Cells coloured by class:
Fill, decap, tap and diode cells in grey.
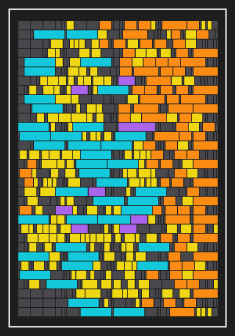
Sizing map:
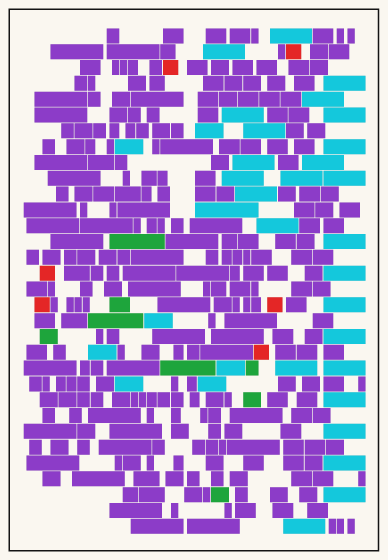
==> config.mk <==
export PLATFORM = sky130hd
export DESIGN_NAME = dram_phase_sequencer
export DESIGN_NICKNAME = d
export VERILOG_FILES = /design/src/rtl/proc_ctrl_pkg.sv /design/src/rtl/switch_debouncer.sv /design/src/rtl/dram_phase_sequencer.sv
export SDC_FILE = /design/constraint.sdc
export NUM_CORES = 1
export LEC_CHECK = 0
export CORE_ASPECT_RATIO = 1.5
export CORE_MARGIN = 2
export CORE_UTILIZATION = 44
export CTS_BUF_LIST = sky130_fd_sc_hd__clkbuf_8
export DETAILED_ROUTE_END_ITERATION = 12
export GPL_TIMING_DRIVEN = 1
export HOLD_SLACK_MARGIN = 0.06
export PLACE_DENSITY_LB_ADDON = 0.1
export SYNTH_ARGS = -nofsm -noshare
export SYNTH_HDL_FRONTEND = slang
export SYNTH_SLANG_ARGS = --single-unit
==> constraint.sdc <==
create_clock -name clk -period 2.2 [get_ports clk]
set_clock_uncertainty 0.1 [all_clocks]
set_input_delay 0.22 -clock clk [delete_from_list [all_inputs] [get_ports clk]]
set_output_delay 0.22 -clock clk [all_outputs]
set_load 0.05 [all_outputs]
==> impl_metrics.py <==
# Physical implementation metrics
metrics = {
    "timing": {
        "relSlewSlack": 0.657,
        "period_needed_ns": 1.95,
        "rsz0062_at_grt": "no",
        "setup_tns_ns": 0,
        "post-route-period-util": 0.885,
        "worstMarginPinSlew_ns": 0.513,
        "final_hold_viol_count": 0,
    },
    "layout": {
        "logic_area_um2": 1170,
        "clkbuf_count": 7,
        "nFillCells": 416,
        "most-common-layout-cells": "60 x clkdlybuf4s50_1, 37 x dfrtp_1, 26 x buf_12",
        "largestClassByArea": "combinational gates",
        "lay_top_count": "clkdlybuf4s50_1",
        "sh_comb_area": 0.327,
        "final_util": 0.701,
        "final-clk-cell-share": 0.0352,
    },
    "clocking": {
        "ctsResizeCount": 0,
        "cts_buffers": 5,
        "ctsHoldBuffers": 0,
        "clk_path_buf_depth": 2,
        "cts_num_sinks": 40,
        "h-tree-depth": 2,
    },
    "grt": {
        "gr-usage-met1": 0.261,
        "grt-ovfl-total": 0,
        "antenna_found_initial": 0,
        "grt_pass1_vias": 1868,
    },
    "placement": {
        "dpl_worst_slack_ns": 0.525,
        "place_area_um2": 3470,
        "detailed_place_hpwl_um": 4430,
        "io_buffers": 87,
    },
    "floorplan": {
        "num_io_pins": 96,
        "core_um2": 5120,
        "die_h_um": 92.9,
        "dieArea_um2": 5870,
    },
    "flow_run": {
        "warning_count": 29,
    },
    "pwr": {
        "leakage_uw": 0.00155,
        "p_int_uw": 1270,
        "p_seq_uw": 770,
        "pwr-share-comb": 0.136,
        "p_sw_uw": 357,
        "irDropWorstVdd_uv": 490,
        "clk-power_uw": 639,
        "power_uw": 1630,
    },
    "detailed_routing": {
        "ant_nets": 0,
        "wl_met3_um": 421,
        "top_layer_used": "met4",
        "firstDrtPassIters": 4,
    },
    "logic_synthesis": {
        "ff_type": "dfrtp_1",
        "synthDistinctLibCells": 39,
        "top_area_frac": 0.400,
        "fa_ha_area_frac": 0.0324,
        "syn_area_per_cell_um2": 9.77,
        "area_leaders": "dfrtp_1 40%, a22o_1 9.5%, and2_1 5.7%",
        "synth_flops": 40,
        "synth_area_um2": 2320,
    },
    "critical_path": {
        "crit_cells": 5,
        "worstPathArrival_ns": 1.63,
        "crit_family": "buffers and inverters",
        "crit_required_ns": 1.88,
        "slowest_stage": "dfrtp_1",
        "cp-start-kind": "register",
        "reg2reg_slack_ns": 0.59,
    },
    "run_status": {
        "run_status": "finished, final reports clean",
    },
}
## Picture notes: 'cells coloured by class'
colour	class	cells
orange	other buffers and delay cells	92
cyan	flip-flops	40
purple	clock drivers and dummy loads	8
yellow	all other logic	183
Seq/total area: 0.280
FP Rows: 32

## Picture notes: 'sizing map'
colour	size	cells
cyan	drive 6 and up	34
red	drive 3 to 4	6
purple	drive 1 or less	275
green	drive 2	8
setup ws final: 0.253 ns
Repair and plain buffers: 92
area grow syn2layout: 55.2%
Post-Layout Inst Area: 3590 um2

Power and IR drop assume default switching activity.
